**Run 1: metal 1**

(8 px per um) Supply wires on this layer in grey.
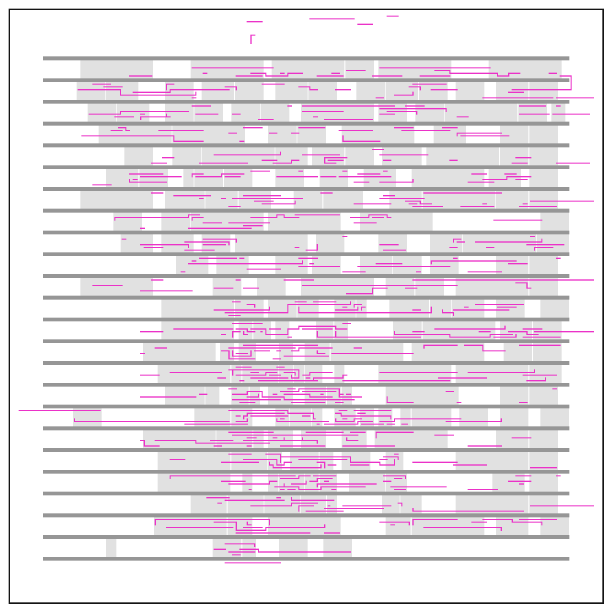
**Run 1: M3 wires**

(4 px per um)
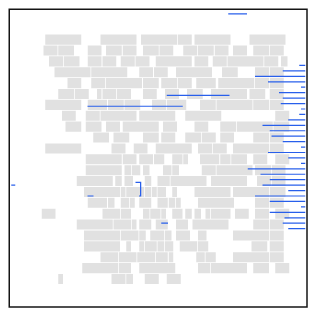
**Run 1: track usage over the die**

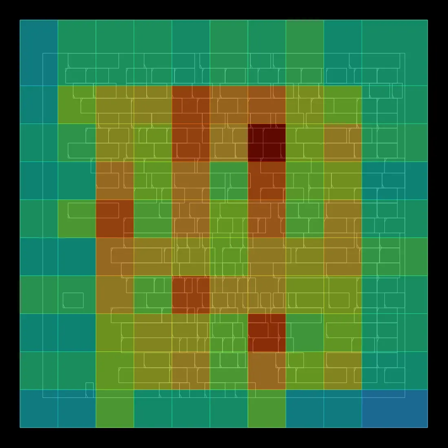
**Run 1: metal layers overlaid**

(6 px per um) Two of the layers only.
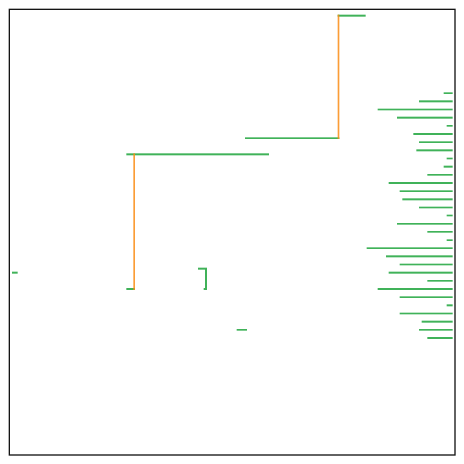
[config.mk]
export PLATFORM = sky130hd
export DESIGN_NAME = instr_fetch_flat
export DESIGN_NICKNAME = d
export VERILOG_FILES = /design/src/rtl/instr_fetch_if.sv /design/src/rtl/instr_fetch.sv /design/src/flat_wrapper.sv
export SDC_FILE = /design/constraint.sdc
export NUM_CORES = 1
export LEC_CHECK = 0
export ABC_AREA = 0
export CAP_MARGIN = 20
export CORE_MARGIN = 4
export CORE_UTILIZATION = 43
export DETAILED_ROUTE_END_ITERATION = 12
export GPL_ROUTABILITY_DRIVEN = 0
export PLACE_DENSITY = 0.83
export SLEW_MARGIN = 20
export SYNTH_ARGS = -nofsm -noshare
export SYNTH_HDL_FRONTEND = slang
export SYNTH_SLANG_ARGS = --single-unit
[constraint.sdc]
create_clock -name clock -period 2.3 [get_ports clock]
set_input_delay 0.46 -clock clock [delete_from_list [all_inputs] [get_ports clock]]
set_output_delay 0.46 -clock clock [all_outputs]
set_load 0.005 [all_outputs]
[src/rtl/instr_fetch_if.sv]
// Instruction-memory read bus: the fetch unit drives a request and address,
// and memory answers with a one-cycle ack strobe that carries the read data.
interface instr_fetch_if #(
  parameter int AW = 16,
  parameter int DW = 16
) ();
  logic          req;
  logic [AW-1:0] addr;
  logic          ack;
  logic [DW-1:0] rdata;

  modport master (output req, output addr, input ack, input rdata);
  modport slave  (input req, input addr, output ack, output rdata);
endinterface

[src/rtl/instr_fetch.sv]
// LEGLite instruction-fetch sequencer: one memory read per instruction, a
// one-cycle instr_valid pulse, a PC stall, and sticky misalignment/timeout faults.
module instr_fetch #(
  parameter int AW      = 16,
  parameter int DW      = 16,
  parameter int TIMEOUT = 16
) (
  input  logic          clock,
  input  logic          reset,
  input  logic [AW-1:0] pc,
  output logic          stall,
  output logic [DW-1:0] instr,
  output logic          instr_valid,
  output logic          fault,
  output logic [1:0]    fault_code,
  instr_fetch_if.master mem
);

  localparam int CW = $clog2(TIMEOUT);
  localparam logic [CW-1:0] CNT_LAST = CW'(TIMEOUT - 1);

  typedef enum logic [1:0] {
    IDLE = 2'd0,
    REQ  = 2'd1,
    DONE = 2'd2,
    ERR  = 2'd3
  } state_t;

  state_t        state_q, state_d;
  logic          mem_req_q, mem_req_d;
  logic [AW-1:0] mem_addr_q, mem_addr_d;
  logic [DW-1:0] instr_q, instr_d;
  logic          instr_valid_q, instr_valid_d;
  logic          fault_q, fault_d;
  logic [1:0]    fault_code_q, fault_code_d;
  logic [CW-1:0] cnt_q, cnt_d;

  always_comb begin
    state_d       = state_q;
    mem_req_d     = mem_req_q;
    mem_addr_d    = mem_addr_q;
    instr_d       = instr_q;
    instr_valid_d = instr_valid_q;
    fault_d       = fault_q;
    fault_code_d  = fault_code_q;
    cnt_d         = cnt_q;

    case (state_q)
      IDLE: begin
        if (pc[0]) begin
          state_d      = ERR;
          fault_d      = 1'b1;
          fault_code_d = 2'b01;
        end else begin
          mem_addr_d = pc;
          mem_req_d  = 1'b1;
          cnt_d      = '0;
          state_d    = REQ;
        end
      end
      REQ: begin
        // An ack on the last permitted cycle still completes the fetch.
        if (mem.ack) begin
          instr_d       = mem.rdata;
          instr_valid_d = 1'b1;
          mem_req_d     = 1'b0;
          state_d       = DONE;
        end else if (cnt_q == CNT_LAST) begin
          mem_req_d    = 1'b0;
          fault_d      = 1'b1;
          fault_code_d = 2'b10;
          state_d      = ERR;
        end else begin
          cnt_d = cnt_q + 1'b1;
        end
      end
      DONE: begin
        instr_valid_d = 1'b0;
        state_d       = IDLE;
      end
      ERR: begin
        mem_req_d     = 1'b0;
        instr_valid_d = 1'b0;
      end
      default: state_d = IDLE;
    endcase
  end

  always_ff @(posedge clock or negedge reset) begin
    if (!reset) begin
      state_q       <= IDLE;
      mem_req_q     <= 1'b0;
      mem_addr_q    <= '0;
      instr_q       <= '0;
      instr_valid_q <= 1'b0;
      fault_q       <= 1'b0;
      fault_code_q  <= 2'b00;
      cnt_q         <= '0;
    end else begin
      state_q       <= state_d;
      mem_req_q     <= mem_req_d;
      mem_addr_q    <= mem_addr_d;
      instr_q       <= instr_d;
      instr_valid_q <= instr_valid_d;
      fault_q       <= fault_d;
      fault_code_q  <= fault_code_d;
      cnt_q         <= cnt_d;
    end
  end

  // The PC may only advance during the single DONE cycle.
  assign stall       = (state_q != DONE);
  assign instr       = instr_q;
  assign instr_valid = instr_valid_q;
  assign fault       = fault_q;
  assign fault_code  = fault_code_q;
  assign mem.req     = mem_req_q;
  assign mem.addr    = mem_addr_q;

endmodule

[src/flat_wrapper.sv]
// flat-port wrapper written by rule: the top's interface ports become plain ports
module instr_fetch_flat 
#(
  parameter int AW      = 16,
  parameter int DW      = 16,
  parameter int TIMEOUT = 16
)
  (clock, reset, pc, stall, instr, instr_valid, fault, fault_code, mem_req, mem_addr, mem_ack, mem_rdata);
  instr_fetch_if #(.AW(AW), .DW(DW)) mem_i ();
  input  logic clock;
  input  logic reset;
  input  logic [AW-1:0] pc;
  output logic stall;
  output logic [DW-1:0] instr;
  output logic instr_valid;
  output logic fault;
  output logic [1:0] fault_code;
  output wire logic [$bits(mem_i.req)-1:0] mem_req;
  output wire logic [$bits(mem_i.addr)-1:0] mem_addr;
  input wire logic [$bits(mem_i.ack)-1:0] mem_ack;
  input wire logic [$bits(mem_i.rdata)-1:0] mem_rdata;
  assign mem_req = mem_i.req;
  assign mem_addr = mem_i.addr;
  assign mem_i.ack = mem_ack;
  assign mem_i.rdata = mem_rdata;
  instr_fetch #(.AW(AW), .DW(DW), .TIMEOUT(TIMEOUT)) u_core (.clock(clock), .reset(reset), .pc(pc), .stall(stall), .instr(instr), .instr_valid(instr_valid), .fault(fault), .fault_code(fault_code), .mem(mem_i));
endmodule
==> qor.yml, run 1 <==
ant_nets: 0
crit_fanout: 6
grt_max_degree: 21
clkTransAtPathRegs_ns: 0.08
hold_class: "in -> async"
warnings: 32
dieArea_sq_mm: 0.00548
post-cts-setup-buffer-count: 0
reg2reg_depth: 5
hold_viol_final: 0
drive_above_1_share_pct: 21.8
rsz0062_at_grt: "no"
fillers: 320
worstPathRequired_ns: 1.84
drv_slew: 0
drtIter0Drc: 63
syn_area_sq_mm: 0.00188
critPathArrivalTime_ns: 1.66
yosysCellCount: 139
clockBufferDepth: 2
layout_top_cells: "70 x clkdlybuf4s50_1, 42 x dfrtp_1, 31 x mux2_2, 8 x ha_1"
path_class: "reg -> out"
yosysWarnings: 0
syn-mean-instance-area_sq_um: 13.5
cts.htree.levels: 2
n_antenna_cell: 0
r2r-start: "u_core.state_q[0]"
setup_viol: 0
reg2reg_to: "u_core.mem.addr[14]"
powerDensity_mw_per_mm2: 1250
synthArstFlopShare_pct: 100
antenna_found_initial: 0
stdcell_count: 266
fmax_mhz: 473
hpwl_mm: 3.38
period_needed_ns: 2.12
end_kind: "output pin"
portBuffers: 71
rrSetupSlack_ns: 0.48
drc: 0
die-width_um: 74.0
overflow: 0
synth.distinct_cells: 36
largest_area_cell: "dfrtp_1"
ys_area_sq_mm: 0.00188
finalNetCount: 258
pin_count: 73
synth_flops: 42
postSynthSeqShare_pct: 56.0
routed_via_density: 5.00
p_switching_mw: 1.02
netlist.area_leader.share_pct: 56.0
place_inst: 258
area_delta_synth_final_pct: 44.2
topCellsByArea: "dfrtp_1 56%, mux2_2 19%, ha_1 5.3%, o21ai_0 1.6%, buf_6 1.2%"
p_seq_share_pct: 37.7
cts_tree: "built"
cts_hold_buf: 0
ff_type: "dfrtp_1"
synth-edff-count: 0
fp.dieH_um: 74.0
pwr-share-clk_pct: 13.9
status: "completed"
fin_hold_ws_ns: 0.104
cts_resized: 0
cap_viol_max_count: 0
switching_share_pct: 30.3
placementRows: 23
coreArea_sq_mm: 0.00412
cts.sinks: 42
p_leak_nw: 1.16
syn-num-nets: 182
dr.pass1.iters: 4
fin_setup_tns_ns: 0
cp-start-kind: "register"
cts_root_buf: "clkbuf_8"
numCtsBuffers: 5
grt_pass1_wl_mm: 6.44
grt_pass1_vias: 1303
fin_skew_ns: 0.0100
period_used_pct: 92.0
vdd_ir_drop_max_uv: 552
power.share.combinational_pct: 48.4
grt_busiest_layer: "met2"
postSynthCellCount: 139
lay_top_count: "clkdlybuf4s50_1"
clk_latency_ns: 0.29
initCoreUtil_pct: 45.6
p_int_mw: 2.35
-- 'metal 1' (at the start) --
wire length on this layer	1720 um
longest straight run	22.5 um
main direction	horizontal
nets with wire on the layer	221
via count: 1329
DRT Wirelength: 4.23 mm
M1 GR Usage: 18.4%

-- 'M3 wires' (at the start) --
nets with wire on the layer	36
wire length on this layer	242 um
met3 usage: 3.24%

-- 'track usage over the die' (at the start) --
gr usage total: 15.7%
met2 usage: 28.3%
Util after Layout: 65.7%

-- 'metal layers overlaid' (at the start) --
layer	colour	wire length
metal 3	green	242 um
metal 4	orange	42.8 um
drt wl/cell: 15.9 um

run 1: kinds of logic (layout without fill, tap and decap cells):
group,Yosys count,after routing,share of synthesized area [%]
flip-flops,42,42,56.0
AND/OR/NAND/NOR,18,18,5.27
AND-OR/OR-AND,25,25,9.07
adder cells (fa/ha/maj),8,8,5.34
other,1,1,0.200
buffers and inverters,12,89,4.40
multiplexers,33,33,19.7
run 1: layout make-up:
type / count / area, sq um / share of cell area [%]
Tap cell: 50 / 62.6 / 2.31
Sequential cell: 42 / 1050 / 38.9
Inverter: 6 / 22.5 / 0.833
Clock buffer: 7 / 86.3 / 3.19
Clock inverter: 1 / 5.00 / 0.185
Timing Repair Buffer: 75 / 736 / 27.2
Multi-Input combinational cell: 85 / 742 / 27.4
run 1: power groups by stage:
| stage | clock [mW] | combinational (mW) | sequential (mW) |
|---|---|---|---|
| after global placement | 0 | 1.61 | 1.27 |
| after CTS | 0.488 | 1.66 | 1.28 |
| final | 0.469 | 1.64 | 1.27 |
| after detailed placement | 0 | 1.66 | 1.29 |
| after global routing | 0.516 | 1.78 | 1.32 |
| after floorplan | 0 | 0.791 | 1.30 |
run 1: registers in the layout, summed over array words and instances, names as in the netlist:
| register | flops |
|---|---|
| u_core.cnt_q | 4 |
| u_core.mem.addr | 15 |
| u_core.state_q | 2 |
| u_core.fault_code | 2 |
| u_core.instr | 16 |
| u_core.mem.req | 1 |
| u_core.instr_valid | 1 |
| u_core.fault | 1 |
run 1: worst max-delay path by stage:
stage | start | to | slack [ns] | cells past startpoint
after floorplan | u_core.state_q[0] | u_core.mem.addr[10] | 0.62 | 6
after global placement | pc[0] | u_core.mem.addr[5] | 0.41 | 4
after detailed placement | pc[0] | u_core.fault_code[0] | 0.39 | 5
after CTS | u_core.state_q[0] | stall | 0.16 | 4
after global routing | u_core.state_q[0] | stall | 0.09 | 4
final | u_core.state_q[0] | stall | 0.18 | 4
run 1: layer usage:
layer  wire length [um]  part of all wire (%)
met3                241                   5.7
met4                 42                  0.99
met5                  0                     0
met2               2230                    53
met1               1720                    41
run 1: critical path: stages (launching register included):
cell	delay, ns
dfrtp_1	0.40
inv_1	0.13
ha_1	0.24
inv_1	0.09
clkdlybuf4s50_1	0.51
run 1: synth_stat cells (2+ instances only):
cell type	count
buf_6	2
o211ai_1	2
a21oi_1	4
dfrtp_1	42
o21ai_0	6
mux2i_1	2
inv_1	6
ha_1	8
buf_2	2
mux2_2	31
a22o_1	2
nor2b_1	2
nor3_1	3
nor2_1	3
nand2_1	3
run 1: stage by stage:
stage / power (mW) / worst slack (ns) / area [sq um]
2_1_floorplan: 2.09 / 0.622 / 1880
3_3_place_gp: 2.89 / 0.411 / 2610
3_5_place_dp: 2.95 / 0.387 / 2610
4_1_cts: 3.42 / 0.157 / 2710
5_1_grt: 3.62 / 0.0897 / 2710
6_report: 3.38 / 0.184 / 2710
==> inputs of run 2 (changes only) <==
--- a/config.mk
+++ b/config.mk
@@ -12,7 +12,7 @@
 export DETAILED_ROUTE_END_ITERATION = 12
 export GPL_ROUTABILITY_DRIVEN = 0
 export PLACE_DENSITY = 0.83
-export SLEW_MARGIN = 20
+export SLEW_MARGIN = 5
 export SYNTH_ARGS = -nofsm -noshare
 export SYNTH_HDL_FRONTEND = slang
 export SYNTH_SLANG_ARGS = --single-unit
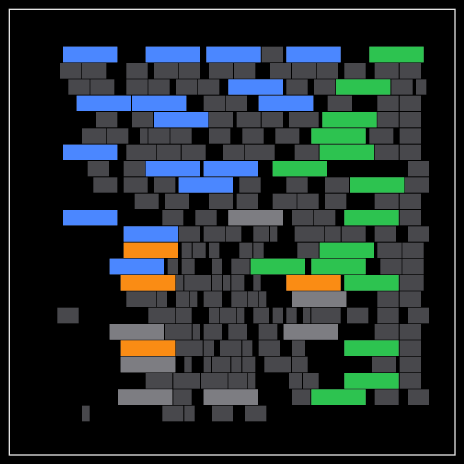
**Above:** run 2 (where the registers sit).
(6 px per um)
netlist name	colour	flops
u_core.mem.addr	green	15
u_core.instr	blue	16
u_core.cnt_q	orange	4
not coloured	7
Power Sequential: 1.27 mW
sequential fraction of total cell area: 38.9%
FF/Latch Area: 0.00105 sq mm

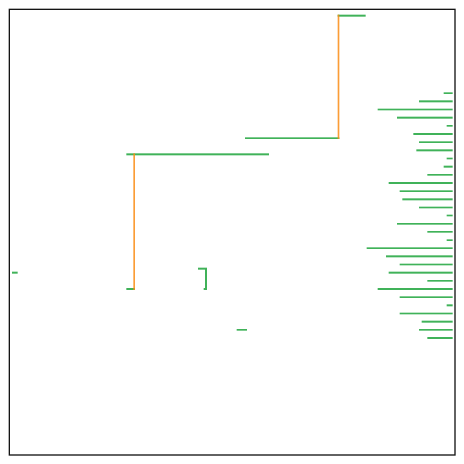
**Above:** run 2 (metal layers overlaid).
(6 px per um) Two of the layers only.
layer	colour	wire length
metal 3	green	242 um
metal 4	orange	42.8 um

==> qor.yml, run 2 <==
drive_above_1_share_pct: 21.8
initCoreUtil_pct: 45.6
fin_setup_tns_ns: 0
path_class: "reg -> out"
synthArstFlopShare_pct: 100
largest_area_cell: "dfrtp_1"
numCtsBuffers: 5
end_kind: "output pin"
status: "completed"
rsz0062_at_grt: "no"
p_leak_nw: 1.16
reg2reg_depth: 5
cp-start-kind: "register"
critPathArrivalTime_ns: 1.66
ff_type: "dfrtp_1"
worst-path-stages: 4
route.detailed.wl_per_inst_um: 15.9
clk_latency_ns: 0.29
cts_tree: "built"
ant_nets: 0
pin_count: 73
syn-num-nets: 182
cts_root_buf: "clkbuf_8"
slowest_stage: "clkdlybuf4s50_1"
fin_hold_ws_ns: 0.104
coreArea_sq_mm: 0.00412
max_stage_delay_ns: 0.51
syn_area_sq_mm: 0.00188
most_common_cell: "dfrtp_1"
syn-mean-instance-area_sq_um: 13.5
cts.htree.levels: 2
die-width_um: 74.0
postSynthCellCount: 139
hold_class: "in -> async"
yosysWarnings: 0
period_used_pct: 92.0
post-cts-setup-buffer-count: 0
placed_cell_area_sq_mm: 0.00261
drc: 0
common_cells: "42 x dfrtp_1, 31 x mux2_2, 8 x ha_1"
postSynthSeqShare_pct: 56.0
dr.pass1.iters: 4
fillers: 320
finalNetCount: 258
clkTransAtPathRegs_ns: 0.08
powerDensity_mw_per_mm2: 1250
antenna_found_initial: 0
fp.dieH_um: 74.0
placementRows: 23
hpwl_mm: 3.38
area_delta_synth_final_pct: 44.2
synth-edff-count: 0
overflow: 0
mi_logic_area_sq_um: 742
largest_reg_flops: 16
fmax_mhz: 473
ys_area_sq_mm: 0.00188
hold_viol_final: 0
topCellsByArea: "dfrtp_1 56%, mux2_2 19%, ha_1 5.3%, o21ai_0 1.6%, buf_6 1.2%"
routed_wl_mm: 4.23
cts_resized: 0
postLayoutCoreUtil_pct: 65.7
portBuffers: 71
lay_top_count: "clkdlybuf4s50_1"
netlist.area_leader.share_pct: 56.0
synth.distinct_cells: 36
synth_flops: 42
dieArea_sq_mm: 0.00548
period_needed_ns: 2.12
layout_top_cells: "70 x clkdlybuf4s50_1, 42 x dfrtp_1, 31 x mux2_2, 8 x ha_1"
n_antenna_cell: 0
crit_fanout: 6
grt_pass1_vias: 1303
cts_hold_buf: 0
setup_viol: 0
yosysCellCount: 139
cts.sinks: 42
grt_max_degree: 21
cap_viol_max_count: 0
grt_pass1_wl_mm: 6.44
vdd_ir_drop_max_uv: 552
num_vias: 1329
crit_chain: "inv_1 -> ha_1 -> inv_1 -> clkdlybuf4s50_1"
clockBufferDepth: 2
warnings: 32
drtIter0Drc: 63
drv_slew: 0
crit_path_frequent_cell: "inv_1"
worstPathRequired_ns: 1.84
fin_skew_ns: 0.0100
routed_via_density: 5.00
fin_area_sq_mm: 0.00271
globalRouteTotalUtil_pct: 15.7
cp_top_family: "buffers and inverters"
crit_buf_inv: 3
## run 2: worst paths after layout
check                                       start                  end  slack [ns]
max in group asynchronous                   reset   u_core.mem.addr[4]        1.64
worst max register to register  u_core.state_q[0]  u_core.mem.addr[14]        0.48
min in group clock                   u_core.fault         u_core.fault        0.46
worst min register to register       u_core.fault         u_core.fault        0.46
worst min-delay path                        reset   u_core.mem.addr[7]        0.10
worst max-delay path            u_core.state_q[0]                stall        0.18
## run 2: kinds of logic after synthesis
kind of cell	synth area share [%]
AND/OR/NAND/NOR	5.27
buffers and inverters	4.40
AND-OR/OR-AND	9.07
adder cells (fa/ha/maj)	5.34
multiplexers	19.7
other	0.200
flip-flops	56.0
## run 2: where the power goes
group	switching (mW)	leakage, nW	internal (mW)	total [mW]
clock	0.227	0.0482	0.242	0.469
sequential	0.189	0.497	1.08	1.27
combinational	0.607	0.614	1.03	1.64
total	1.02	1.16	2.35	3.38
## run 2: cell type report
cell class,count,area share (%)
sequential,42,38.9
multi-input combinational,85,27.4
tap,50,2.31
timing repair buffer,75,27.2
clock inverter,1,0.185
clock buffer,7,3.19
inverter,6,0.833
## run 2: metrics by stage
step / cells / setup slack, ns / power (mW)
floorplan: 139 / 0.622 / 2.09
global placement: 258 / 0.411 / 2.89
detailed placement: 258 / 0.387 / 2.95
CTS: 266 / 0.157 / 3.42
global route: 266 / 0.0897 / 3.62
finish: 266 / 0.184 / 3.38
## run 2: per-layer routing
layer / wire (um) / part of all wire (%) / GRT usage, % / up-vias
met3: 241 / 5.7 / 3.24 / 4
met1: 1720 / 41 / 18.4 / 639
met2: 2230 / 53 / 28.3 / 41
li1: - / - / - / 645
met4: 42 / 0.99 / 5.43 / 0
met5: 0 / 0 / 0 / -
Power is estimated from default activity; no workload was simulated.
